[config.mk]
export PLATFORM = sky130hd
export DESIGN_NAME = disp_decoder_flat
export DESIGN_NICKNAME = d
export VERILOG_FILES = /design/src/rtl/disp_decoder_if.sv /design/src/rtl/disp_decoder.sv /design/src/flat_wrapper.sv
export SDC_FILE = /design/constraint.sdc
export NUM_CORES = 1
export LEC_CHECK = 0
export ABC_AREA = 1
export ABC_CLOCK_PERIOD_IN_PS = 1200
export CAP_MARGIN = 20
export CORE_UTILIZATION = 25
export CTS_BUF_LIST = sky130_fd_sc_hd__clkbuf_8
export DETAILED_ROUTE_END_ITERATION = 6
export PLACE_DENSITY_LB_ADDON = 0.08
export SKIP_CTS_REPAIR_TIMING = 1
export SYNTH_ARGS = -nofsm -noshare
export SYNTH_HDL_FRONTEND = slang
export SYNTH_SLANG_ARGS = --single-unit
export TNS_END_PERCENT = 5
[constraint.sdc]
create_clock -name clk -period 1.2 [get_ports clk]
set_input_delay 0.24 -clock clk [delete_from_list [all_inputs] [get_ports clk]]
set_output_delay 0.24 -clock clk [all_outputs]
set_load 0.01 [all_outputs]
[src/rtl/disp_decoder_if.sv]
// Nibble-in / segments-out bundle for one 7-segment digit.
// The nibble source is the master; the decoder is the slave.
interface disp_decoder_if;
    logic x;
    logic y;
    logic z;
    logic w;
    logic a;
    logic b;
    logic c;
    logic d;
    logic e;
    logic f;
    logic g;

    modport master (
        output x, y, z, w,
        input  a, b, c, d, e, f, g
    );

    modport slave (
        input  x, y, z, w,
        output a, b, c, d, e, f, g
    );
endinterface

[src/rtl/disp_decoder.sv]
// Registered hex-to-7-segment decoder for one digit.
// Only the seven output flops hold state, so no input can glitch the segments.
module disp_decoder #(
    parameter bit SEG_ACTIVE_LOW = 1'b1
) (
    input  logic           clk,
    input  logic           rst,
    disp_decoder_if.slave  io
);

    localparam logic [6:0] SEG_OFF = SEG_ACTIVE_LOW ? 7'b111_1111 : 7'b000_0000;

    logic [3:0] w_code;
    logic [6:0] w_lit;
    logic [6:0] w_drive;
    logic [6:0] r_seg;

    assign w_code = {io.x, io.y, io.z, io.w};

    // Lit pattern, active-high, ordered abcdefg.
    always_comb begin
        w_lit = 7'b000_0000;
        unique case (w_code)
            4'h0: w_lit = 7'b111_1110;
            4'h1: w_lit = 7'b011_0000;
            4'h2: w_lit = 7'b110_1101;
            4'h3: w_lit = 7'b111_1001;
            4'h4: w_lit = 7'b011_0011;
            4'h5: w_lit = 7'b101_1011;
            4'h6: w_lit = 7'b101_1111;
            4'h7: w_lit = 7'b111_0000;
            4'h8: w_lit = 7'b111_1111;
            4'h9: w_lit = 7'b111_1011;
            4'hA: w_lit = 7'b111_0111;
            4'hB: w_lit = 7'b001_1111;
            4'hC: w_lit = 7'b100_1110;
            4'hD: w_lit = 7'b011_1101;
            4'hE: w_lit = 7'b100_1111;
            4'hF: w_lit = 7'b100_0111;
            default: w_lit = 7'b000_0000;
        endcase
    end

    assign w_drive = SEG_ACTIVE_LOW ? ~w_lit : w_lit;

    always_ff @(posedge clk or posedge rst) begin
        if (rst) begin
            r_seg <= SEG_OFF;
        end else begin
            r_seg <= w_drive;
        end
    end

    assign io.a = r_seg[6];
    assign io.b = r_seg[5];
    assign io.c = r_seg[4];
    assign io.d = r_seg[3];
    assign io.e = r_seg[2];
    assign io.f = r_seg[1];
    assign io.g = r_seg[0];

endmodule

[src/flat_wrapper.sv]
// flat-port wrapper written by rule: the top's interface ports become plain ports
module disp_decoder_flat 
#(
    parameter bit SEG_ACTIVE_LOW = 1'b1
)
  (clk, rst, io_x, io_y, io_z, io_w, io_a, io_b, io_c, io_d, io_e, io_f, io_g);
  disp_decoder_if io_i ();
  input  logic clk;
  input  logic rst;
  input wire logic [$bits(io_i.x)-1:0] io_x;
  input wire logic [$bits(io_i.y)-1:0] io_y;
  input wire logic [$bits(io_i.z)-1:0] io_z;
  input wire logic [$bits(io_i.w)-1:0] io_w;
  output wire logic [$bits(io_i.a)-1:0] io_a;
  output wire logic [$bits(io_i.b)-1:0] io_b;
  output wire logic [$bits(io_i.c)-1:0] io_c;
  output wire logic [$bits(io_i.d)-1:0] io_d;
  output wire logic [$bits(io_i.e)-1:0] io_e;
  output wire logic [$bits(io_i.f)-1:0] io_f;
  output wire logic [$bits(io_i.g)-1:0] io_g;
  assign io_i.x = io_x;
  assign io_i.y = io_y;
  assign io_i.z = io_z;
  assign io_i.w = io_w;
  assign io_a = io_i.a;
  assign io_b = io_i.b;
  assign io_c = io_i.c;
  assign io_d = io_i.d;
  assign io_e = io_i.e;
  assign io_f = io_i.f;
  assign io_g = io_i.g;
  disp_decoder #(.SEG_ACTIVE_LOW(SEG_ACTIVE_LOW)) u_core (.clk(clk), .rst(rst), .io(io_i));
endmodule
**Cell classes on the final placement**

Fill, decap, tap and diode cells in grey.
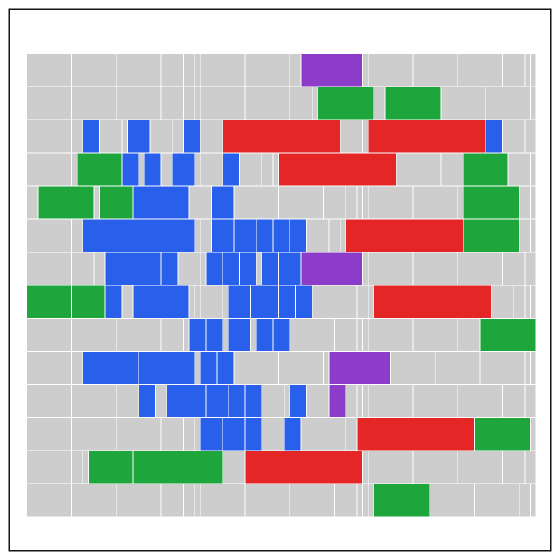
class	colour	cells
combinational and other logic	blue	48
clock drivers and dummy loads	purple	4
flops	red	7
other buffers and delay cells	green	15
Seq/total area: 0.262
row count: 14

**Signal metal coverage by tile**

9 x 9 tiles, from dark blue (low) to red (high), scaled to the fullest tile. Values are wire area over tile area, all layers added.
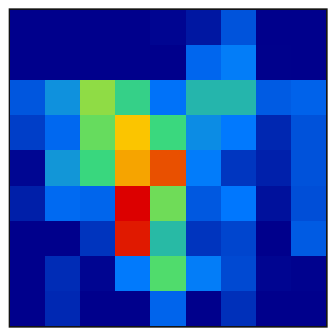
nearly empty tiles	35%
emptiest ninth of the die	lower left
tiles over half the peak	11%
densest ninth of the die	centre
mean over tiles	0.064
fullest tile	0.32

**Power grid**

Scale bar: 10 um. Pins as bars on the die edge. Tap cells in grey.
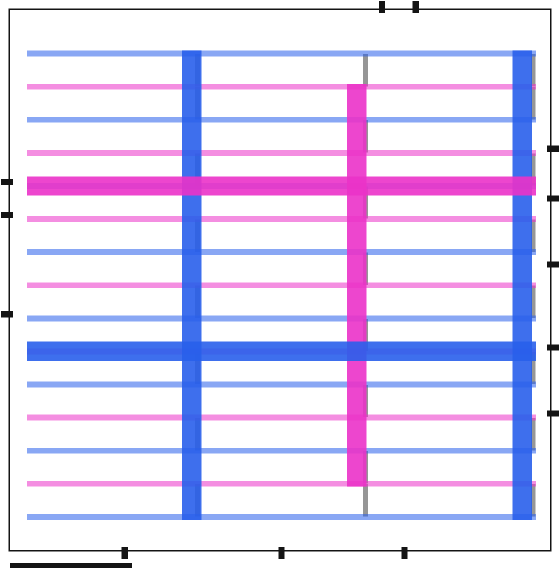
net	colour
VDD	magenta
VSS	blue
met4 straps	3
rows	14
met1 rails	15
met5 straps	2
signal pins	13

**Placed standard cells**

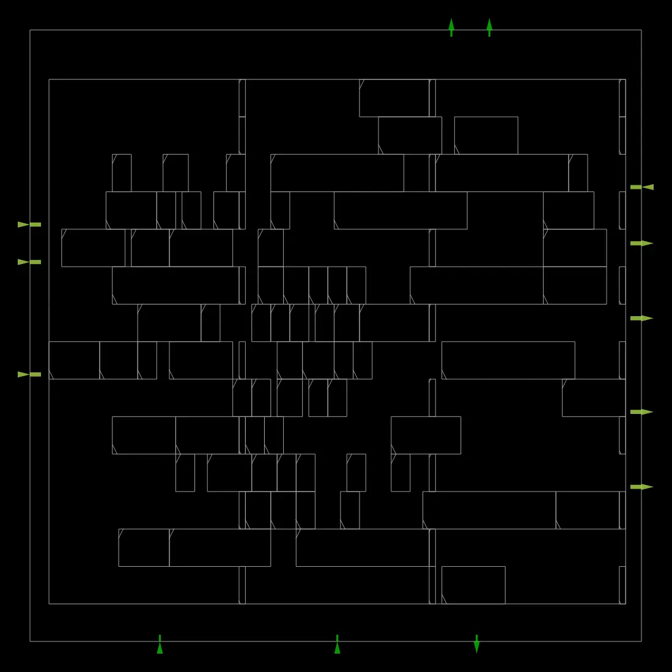
FFs & Latches: 7
core area: 1590 um2
filler cell count: 154
Cell Count, Final, Fillers Out: 98

**I/O nets highlighted**

Scale bar: 10 um.
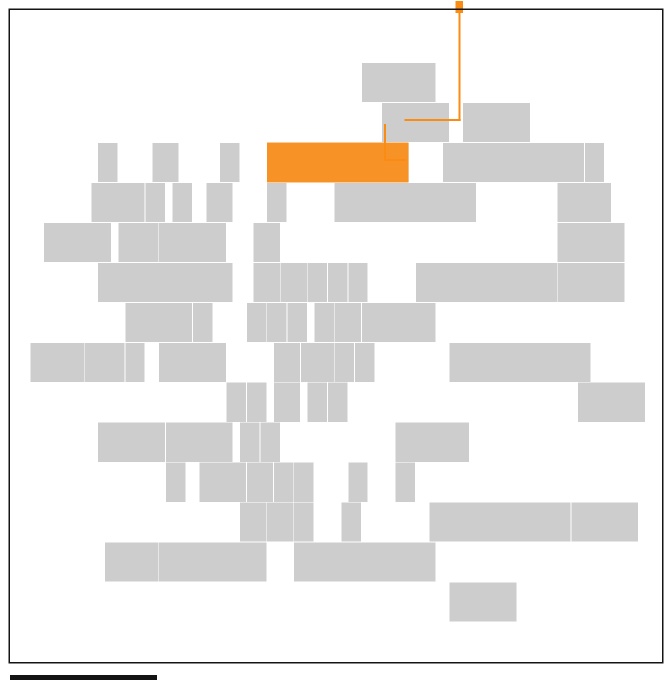
port	colour	bits	direction	edge	end cells	buffers	wire
io_b	orange	1	output	top	1	1	14.7 um
Ports: 13
port bufs: 12

==> notes.md <==
fresh numbers from the pnr run: final hold vios 0, Dominant cell area share 0.409, Tcrit/Tclk final 0.952, Ys Warns 0, critical path type primary input to flop, FP Core Util 0.282, Clock transition at path regs 0.04 ns, initial DRC count 3, total nets after synthesis 68, number of enable flip-flop cells 0, outcome complete, no violations, initial antenna violation count 0, WP data arrival 1.29 ns, crit end category flop, Die Ht 44.4 um, Registers, synthesis 7, Max-slew headroom 0.825, DP HPWL 642 um, die area 1970 um2, Synth Cell Area 449 um2, Max-cap violations 0, Tool Warnings 32, min cycle time layout 1.14 ns, WL final 788 um, Top Registers u_core.r_seg x7, CTS tree yes, Max FO, Critical Path 4, pin count of the biggest net entering global routing 9, Yosys top cell by area dfstp_2, 1st-pass router iterations 4, maximum VDD drop 0.296 mV, Post-DRT Antenna Nets 0, clk buf depth 2, Setup-failing EPs final 0, nets 87, clk root buf clkbuf_8, via count 392, Die Wd 44.4 um, drt via density 4.00, fraction of registers with async set/reset 1.00, number of global-route vias before repair 328, drc violations 0, placed insts 94, total CTS buffers 3, share of layout cells above drive strength 1 0.270, register share after synthesis 0.409, syn_area_per_cell 8.02 um2, top post-synthesis cells by area dfstp_2 41%, ha_1 17%, nand2_1 17%, nand3_1 10%, inv_1 5.0%, dominant register cell dfstp_2, top cells by count 20 x nand2_1, 9 x nand3_1, 7 x dfstp_2, 6 x ha_1, 6 x inv_1
layout make-up:
class | count | area (um2) | area share
clock inverter | 1 | 3.75 | 0.00536
sequential | 7 | 184 | 0.262
timing repair buffer | 15 | 175 | 0.250
multi-input combinational | 39 | 228 | 0.325
tap | 24 | 30.0 | 0.0429
clock buffer | 3 | 41.3 | 0.0589
inverter | 9 | 38.8 | 0.0554
worst max-delay path, cell delays in order:
cell and delay (ns):
clkdlybuf4s50_1 0.43, buf_4 0.16, ha_1 0.18, inv_2 0.05
nand2_1 0.08, nand3_1 0.09, nand2_1 0.07
cell families after synthesis:
group,share of synthesized area
AND/OR/NAND/NOR,0.290
buffers and inverters,0.111
flip-flops,0.409
adder cells (fa/ha/maj),0.167
AND-OR/OR-AND,0.0223
metrics by stage:
| stage | setup WS [ns] | setup TNS (ns) | total power, W | instance area (um2) |
|---|---|---|---|---|
| 5_1_grt | -0.00434 | -0.00592 | 0.000797 | 701 |
| 3_5_place_dp | -0.251 | -1.49 | 0.000441 | 623 |
| 3_3_place_gp | -0.241 | -1.45 | 0.000441 | 623 |
| 4_1_cts | -0.302 | -2.09 | 0.000765 | 668 |
| 2_1_floorplan | 0.317 | 0 | 0.000358 | 449 |
| 6_report | 0.0582 | 0 | 0.000749 | 701 |
per-layer routing:
layer / global-route usage / vias to the layer above / share of wire
li1: - / 208 / -
met1: 0.0905 / 172 / 0.44
met2: 0.144 / 10 / 0.50
met3: 0.0122 / 2 / 0.036
met4: 0.109 / 0 / 0.024
met5: 0 / - / 0
path summary, 6_finish.rpt:
kind	from	end	slack [ns]	cells past startpoint
min in group asynchronous	rst	u_core.r_seg[1]	0.48	2
setup / recovery	io_z	u_core.r_seg[3]	0.06	7
hold / removal	io_w	u_core.r_seg[5]	0.43	5
max in group asynchronous	rst	u_core.r_seg[3]	0.70	2
power breakdown:
group / switching, W / leakage [nW] / internal (W) / total (W)
clock: 0.0000938 / 0.0269 / 0.000220 / 0.000314
sequential: 0.00000339 / 0.0732 / 0.000272 / 0.000275
combinational: 0.0000796 / 0.331 / 0.0000800 / 0.000160
total: 0.000177 / 0.431 / 0.000572 / 0.000749
cell usage in the layout, fill, tap and decap left out:
cell / instances
nand2_1: 20
nand3_1: 9
dlymetal6s2s_1: 8
dfstp_2: 7
inv_1: 5
ha_1: 5
inv_2: 4
clkdlybuf4s50_1: 4
clkbuf_8: 3
o21ai_1: 2
buf_4: 2
inv_6: 1
nand2_2: 1
nor2_1: 1
ha_4: 1
buf_12: 1
Power and IR drop assume default switching activity.
